==> src/rtl/btn_pkg.sv <==
// Shared types and constants for the pushbutton debouncer.
package btn_pkg;

  typedef enum logic [1:0] {
    IDLE_LOW,
    ARM_HIGH,
    HELD_HIGH,
    ARM_LOW
  } btn_state_t;

  localparam int unsigned SYNC_STAGES = 2;

endpackage

==> src/rtl/sync_2ff.sv <==
// Generic 1-bit flop-chain synchroniser for an asynchronous input; resets to 0.
module sync_2ff
  import btn_pkg::*;
(
  input  logic clock,
  input  logic reset_n,
  input  logic d,
  output logic q
);

  logic [SYNC_STAGES-1:0] r_sync;

  // Pure flop-to-flop chain so the metastability window is not shortened by logic.
  always_ff @(posedge clock or negedge reset_n) begin
    if (!reset_n) begin
      r_sync <= '0;
    end else begin
      r_sync <= {r_sync[SYNC_STAGES-2:0], d};
    end
  end

  assign q = r_sync[SYNC_STAGES-1];

endmodule

==> src/rtl/button_debounce.sv <==
// Pushbutton conditioner: synchronise, qualify stable levels, emit press/release pulses.
// Optional auto-repeat of btn_press while held is enabled by defining BTN_AUTOREPEAT_EN.
module button_debounce
  import btn_pkg::*;
#(
  parameter int unsigned DEBOUNCE_CYCLES = 500000,
  parameter int unsigned REPEAT_DELAY    = 25000000,
  parameter int unsigned REPEAT_PERIOD   = 5000000
) (
  input  logic clock,
  input  logic reset_n,
  input  logic button,
  output logic btn_level,
  output logic btn_press,
  output logic btn_release,
  output logic busy
);

  localparam int unsigned CNT_W = $clog2(DEBOUNCE_CYCLES);
  localparam logic [CNT_W-1:0] CNT_LAST = CNT_W'(DEBOUNCE_CYCLES - 1);

  if (DEBOUNCE_CYCLES < 2 || REPEAT_DELAY < 2 || REPEAT_PERIOD < 2) begin : g_param_check
    $error("button_debounce: DEBOUNCE_CYCLES, REPEAT_DELAY and REPEAT_PERIOD must be >= 2");
  end

  logic w_sync;

  sync_2ff u_sync (
    .clock   (clock),
    .reset_n (reset_n),
    .d       (button),
    .q       (w_sync)
  );

  btn_state_t       r_state;
  logic [CNT_W-1:0] r_cnt;
  logic             r_level;
  logic             r_press;
  logic             r_release;
  logic             r_busy;

`ifdef BTN_AUTOREPEAT_EN
  localparam int unsigned REP_MAX = (REPEAT_DELAY > REPEAT_PERIOD) ? REPEAT_DELAY : REPEAT_PERIOD;
  localparam int unsigned REP_W = $clog2(REP_MAX);
  localparam logic [REP_W-1:0] REP_FIRST = REP_W'(REPEAT_DELAY - 1);
  localparam logic [REP_W-1:0] REP_NEXT  = REP_W'(REPEAT_PERIOD - 1);

  logic [REP_W-1:0] r_rep_cnt;
  logic             r_rep_first;
  logic             w_rep_hit;

  assign w_rep_hit = (r_rep_cnt == (r_rep_first ? REP_FIRST : REP_NEXT));
`endif

  always_ff @(posedge clock or negedge reset_n) begin
    if (!reset_n) begin
      r_state   <= IDLE_LOW;
      r_cnt     <= '0;
      r_level   <= 1'b0;
      r_press   <= 1'b0;
      r_release <= 1'b0;
      r_busy    <= 1'b0;
`ifdef BTN_AUTOREPEAT_EN
      r_rep_cnt   <= '0;
      r_rep_first <= 1'b1;
`endif
    end else begin
      r_press   <= 1'b0;
      r_release <= 1'b0;
      case (r_state)
        IDLE_LOW: begin
          if (w_sync) begin
            r_state <= ARM_HIGH;
            r_cnt   <= '0;
            r_busy  <= 1'b1;
          end
        end
        ARM_HIGH: begin
          if (!w_sync) begin
            r_state <= IDLE_LOW;
            r_cnt   <= '0;
            r_busy  <= 1'b0;
          end else if (r_cnt == CNT_LAST) begin
            r_state <= HELD_HIGH;
            r_cnt   <= '0;
            r_busy  <= 1'b0;
            r_level <= 1'b1;
            r_press <= 1'b1;
`ifdef BTN_AUTOREPEAT_EN
            r_rep_cnt   <= '0;
            r_rep_first <= 1'b1;
`endif
          end else begin
            r_cnt <= r_cnt + 1'b1;
          end
        end
        HELD_HIGH: begin
          if (!w_sync) begin
            r_state <= ARM_LOW;
            r_cnt   <= '0;
            r_busy  <= 1'b1;
`ifdef BTN_AUTOREPEAT_EN
          end else if (w_rep_hit) begin
            r_press     <= 1'b1;
            r_rep_cnt   <= '0;
            r_rep_first <= 1'b0;
          end else begin
            r_rep_cnt <= r_rep_cnt + 1'b1;
`endif
          end
        end
        ARM_LOW: begin
          // Repeat counter is deliberately left untouched here: a bounce pauses it.
          if (w_sync) begin
            r_state <= HELD_HIGH;
            r_cnt   <= '0;
            r_busy  <= 1'b0;
          end else if (r_cnt == CNT_LAST) begin
            r_state   <= IDLE_LOW;
            r_cnt     <= '0;
            r_busy    <= 1'b0;
            r_level   <= 1'b0;
            r_release <= 1'b1;
`ifdef BTN_AUTOREPEAT_EN
            r_rep_cnt   <= '0;
            r_rep_first <= 1'b1;
`endif
          end else begin
            r_cnt <= r_cnt + 1'b1;
          end
        end
        default: begin
          r_state <= IDLE_LOW;
          r_cnt   <= '0;
          r_busy  <= 1'b0;
        end
      endcase
    end
  end

  assign btn_level   = r_level;
  assign btn_press   = r_press;
  assign btn_release = r_release;
  assign busy        = r_busy;

endmodule
==> config.mk <==
export PLATFORM = sky130hd
export DESIGN_NAME = button_debounce
export DESIGN_NICKNAME = d
export VERILOG_FILES = /design/src/rtl/btn_pkg.sv /design/src/rtl/sync_2ff.sv /design/src/rtl/button_debounce.sv
export SDC_FILE = /design/constraint.sdc
export NUM_CORES = 1
export LEC_CHECK = 0
export CAP_MARGIN = 25
export CORE_MARGIN = 4
export CORE_UTILIZATION = 50
export CTS_CLUSTER_DIAMETER = 120
export DETAILED_ROUTE_END_ITERATION = 16
export PLACE_DENSITY = 0.68
export SLEW_MARGIN = 25
export SYNTH_ARGS = -nofsm -noshare
export SYNTH_HDL_FRONTEND = slang
export SYNTH_HIERARCHICAL = 1
export SYNTH_SLANG_ARGS = --single-unit
==> constraint.sdc <==
create_clock -name clock -period 2.14 [get_ports clock]
set_input_delay 0.428 -clock clock [delete_from_list [all_inputs] [get_ports clock]]
set_output_delay 0.428 -clock clock [all_outputs]
set_load 0.005 [all_outputs]
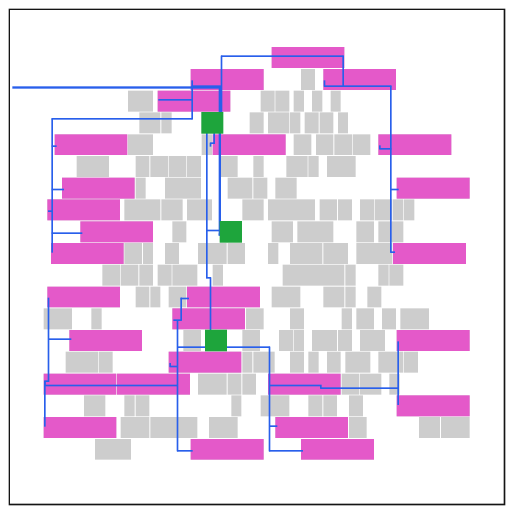
Figure 1: clock distribution.
Drawn at 8 px/micron.
[magenta] flip-flops | count: 27
[green] clock drivers | count: 3
[blue] clock wires | length: 305 microns
flops lie: all over the die
routed clock nets: 4
clock share of power: 25.7%
Clock group: 0.000212 W
Worst-Skew Late Latency: 310 ps

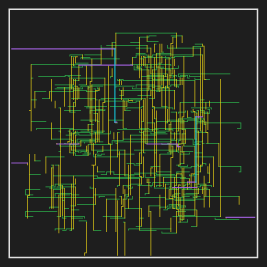
Figure 2: routed metal, one colour a layer.
Drawn at 4 px/micron.
[yellow] metal 2 | wire length: 1,300 microns
[purple] metal 3 | wire length: 74.5 microns
[cyan] metal 4 | wire length: 34.7 microns
[green] metal 1 | wire length: 1,250 microns
via count: 1,101
routed length per instance: 14.4 microns
total wire length: 2660 microns
GRT Util Overall: 16.5%

==> CHANGELOG.md <==
## Implementation

- Crit path largest cell delay: around 440 ps
- CP arrival: approximately 2100 ps
- Netlist cell types: around 43
- Yosys cell count: ~140
- CTS tree: built
- Final design utilization: a little under three fifths
- Pint: between 0.0006 and 0.0007 W
- R2r endpoint: r_cnt[11]$_DFFE_PN0P_
- FMAX: 0.530 GHz
- Antenna Cells: 0
- Top cell type's share of synthesized area: between 40 and 50%
- Post-Syn Instances: about 140
- Most frequent cell after synthesis: dfrtp_1
- Gr ovfl total: 0
- Post-synth net total: between 100 and 150
- Worst-margin pin slew: about 490 ps
- WHS Path Cells: 0
- Mean post-synth cell area: approximately 10 sq um
- First-pass GRT wire length: between 4000 and 5000 microns
- Switching Share: approximately a quarter
- Hold-fix buffers, CTS: 0
- Post-DP HPWL: 1970 microns
- CP top delay family: AND-OR/OR-AND gates
- Asr flop ratio synth: 100%
- CTS clk-pin slew, worst paths: approximately 130 ps
- Flop pwr share: about two thirds
- Number of global-route vias before repair: about 1,100
- Layout Area Growth over Synthesis: 8.59%
- Post-DR vias/cell: approximately 6
- Most frequent cells after synthesis: 27 x dfrtp_1, 16 x nand2_1, 12 x nand3_1, 11 x a21oi_1, 9 x a31oi_1
- Hold endpoint: u_sync/r_sync[1]$_DFF_PN0_
- Layout cells sized above 1: between 10% and 20%
- Critical Path RT: ~2400 ps
- FP Util: 52.3%
- Non-Filler Instances: 185
- Gpl congestion: about 0.84
- Cells after DPL: 181
- Total CTS buffers: 3
- Clk_skew: between 2 and 2.5 ps
- Worst-path maximum fanout: 9
- Outcome: finished clean
- Worst VDD drop: around 0.38 mV
- R2R Setup Slk: 250 ps
- Clock sink total: 27
- Critical path, cell by cell: ha_1, and4_1, and4_4, a21oi_4, buf_4, a21bo_1, a31oi_1
- Chip area: between 3000 and 4000 sq um
- DR pass1 iterations: 4
- CTS resizes: 0
- Final Max-Slew Violation Tally: 0
- CTS max path bufs: 2
- Post-synth top flop: dfrtp_1
- Worst min-delay path startpoint: u_sync/r_sync[0]$_DFF_PN0_
- Pre-CTS WS: roughly 290 ps
- Leakage power: 0.674 nW
- Port bufs: 6
- Worst reg2reg path startpoint: r_cnt[0]$_DFFE_PN0P_
- Unrepaired setup endpoints after global routing: false
- Crit end category: flip-flop
- Root Buffer: clkbuf_4
- Fillers: ~250
- Hold/Removal Path Class: reg -> reg
- Crit start category: flip-flop
- Crit-path slowest cell: dfrtp_1
- Comb power frac: about 8.7%
- Sw Pwr: a little under 0.0002 W
- Fin worst setup slack: around 250 ps
- Hold Violations, Final: 0
- Core ar.: ~2800 sq um
- Power per Cell Area: 527 nW/um^2
- Worst slew margin: 66.9%
- Final period util: ~90%
- Drc violations: 0
- Synth Seq Share: between 40 and 50%
- DRT antenna net count: 0
- Postcts setup bufs: 0
- Crit path kind: reg -> reg
- Die Width: around 62 microns
- Initial antenna violation count: 0
- H-tree Lvls: 1
- Final setup violation count: 0
- Max cap viols: 0
- Sum of buffers and inverters on the critical path: 1
- Row cnt: 19
- Die Ht: 61.7 microns
- I/O Pins: 7
- Main area contributors: dfrtp_1 47%, nand3_1 4.2%, nand2_1 4.2%
- Tool warnings: 26
- Worst hold slack: around 370 ps
- Area of the mapped netlist: ~1400 sq um
- # nets final: about 160
- Leading area contributor after synthesis: dfrtp_1
- Largest net degree at the start of global routing: 28
- Cell depth of the worst flop-to-flop path: 7
- Setup TNS: 0 ps
- Yosys chip area: 1440 sq um
- Warnings from Yosys: 6
- Number of enable flip-flop cells: 0
- FF+latch count, synth: 27
- Final min period: between 1500 and 2000 ps
- Initial DRC Count: 35
registers in the layout (all words and copies together), names as in the netlist, named ones only:
name,flops
r_cnt,19
btn_level,1
btn_press,1
u_sync/r_sync,2
busy,1
r_state,1
btn_release,1
layout by cell type (no fill, tap or decap), types with 2 or more instances in the layout:
master	n
dfrtp_1	27
nand2_1	16
nand3_1	12
a21oi_1	11
a31oi_1	9
nor2_1	7
clkdlybuf4s50_1	6
buf_4	6
o21ai_1	4
inv_1	3
nor3_1	3
nand2b_1	3
a22o_1	3
and2_1	3
nand4_1	3
a41oi_1	3
clkbuf_4	3
and4bb_1	2
and4_1	2
a21o_1	2
o21ai_0	2
nand3b_1	2
mux2_2	2
worst reg2reg max path, cell delays in order (launching register included):
cell     delay [ps]
dfrtp_1         440
ha_1            260
and4_1          250
and4_4          220
a21oi_4         140
buf_4           170
a21bo_1         200
a31oi_1         150
stage by stage:
step	cell area (sq um)	power, W
4_1_cts	1570	0.000845
2_1_floorplan	1440	0.000594
3_5_place_dp	1540	0.000624
3_3_place_gp	1540	0.000621
5_1_grt	1570	0.000878
6_report	1570	0.000825
cell families (layout without fill, tap and decap cells):
| family | count (synthesis) | count (layout) | synth area share [%] |
|---|---|---|---|
| AND/OR/NAND/NOR | 65 | 65 | 27.5 |
| AND-OR/OR-AND | 38 | 38 | 17.4 |
| flip-flops | 27 | 27 | 46.8 |
| buffers and inverters | 9 | 19 | 3.99 |
| multiplexers | 3 | 3 | 2.25 |
| adder cells (fa/ha/maj) | 1 | 1 | 0.867 |
| XOR/XNOR | 1 | 1 | 1.13 |
how the worst max path moves through the flow:
| stage | start | to | slack [ps] | cells after the start |
|---|---|---|---|---|
| detailed placement | r_cnt[0]$_DFFE_PN0P_ | r_cnt[11]$_DFFE_PN0P_ | 290 | 7 |
| floorplan | r_cnt[0]$_DFFE_PN0P_ | r_cnt[6]$_DFFE_PN0P_ | 390 | 7 |
| finish | r_cnt[0]$_DFFE_PN0P_ | r_cnt[11]$_DFFE_PN0P_ | 250 | 7 |
| CTS | r_cnt[0]$_DFFE_PN0P_ | r_cnt[11]$_DFFE_PN0P_ | 250 | 7 |
| global placement | r_cnt[0]$_DFFE_PN0P_ | r_cnt[11]$_DFFE_PN0P_ | 330 | 7 |
| global route | r_cnt[0]$_DFFE_PN0P_ | r_cnt[18]$_DFFE_PN0P_ | 120 | 7 |
power by group through the flow:
stage	registers [W]	logic [W]	clock network [W]
5_1_grt	0.000545	0.0000821	0.000250
3_3_place_gp	0.000550	0.0000708	0
6_report	0.000541	0.0000717	0.000212
3_5_place_dp	0.000551	0.0000730	0
4_1_cts	0.000541	0.0000733	0.000230
2_1_floorplan	0.000548	0.0000455	0
layer usage:
layer  vias up  wire length, microns  track usage [%]
met1       526                  1250             21.0
met2        14                  1300             27.7
met5         -                     0                0
met4         0                    34             7.58
met3         4                    74             2.27
li1        557                     -                -
cell type report:
type / instances / area (sq um) / share of cell area [%]
multi-input cells: 108 / 709 / 45.3
flip-flops and latches: 27 / 676 / 43.1
repair buffers: 12 / 105 / 6.71
well taps: 31 / 38.8 / 2.48
clock buffers: 4 / 26.3 / 1.68
inverters: 3 / 11.3 / 0.719
Power and IR drop assume default switching activity.
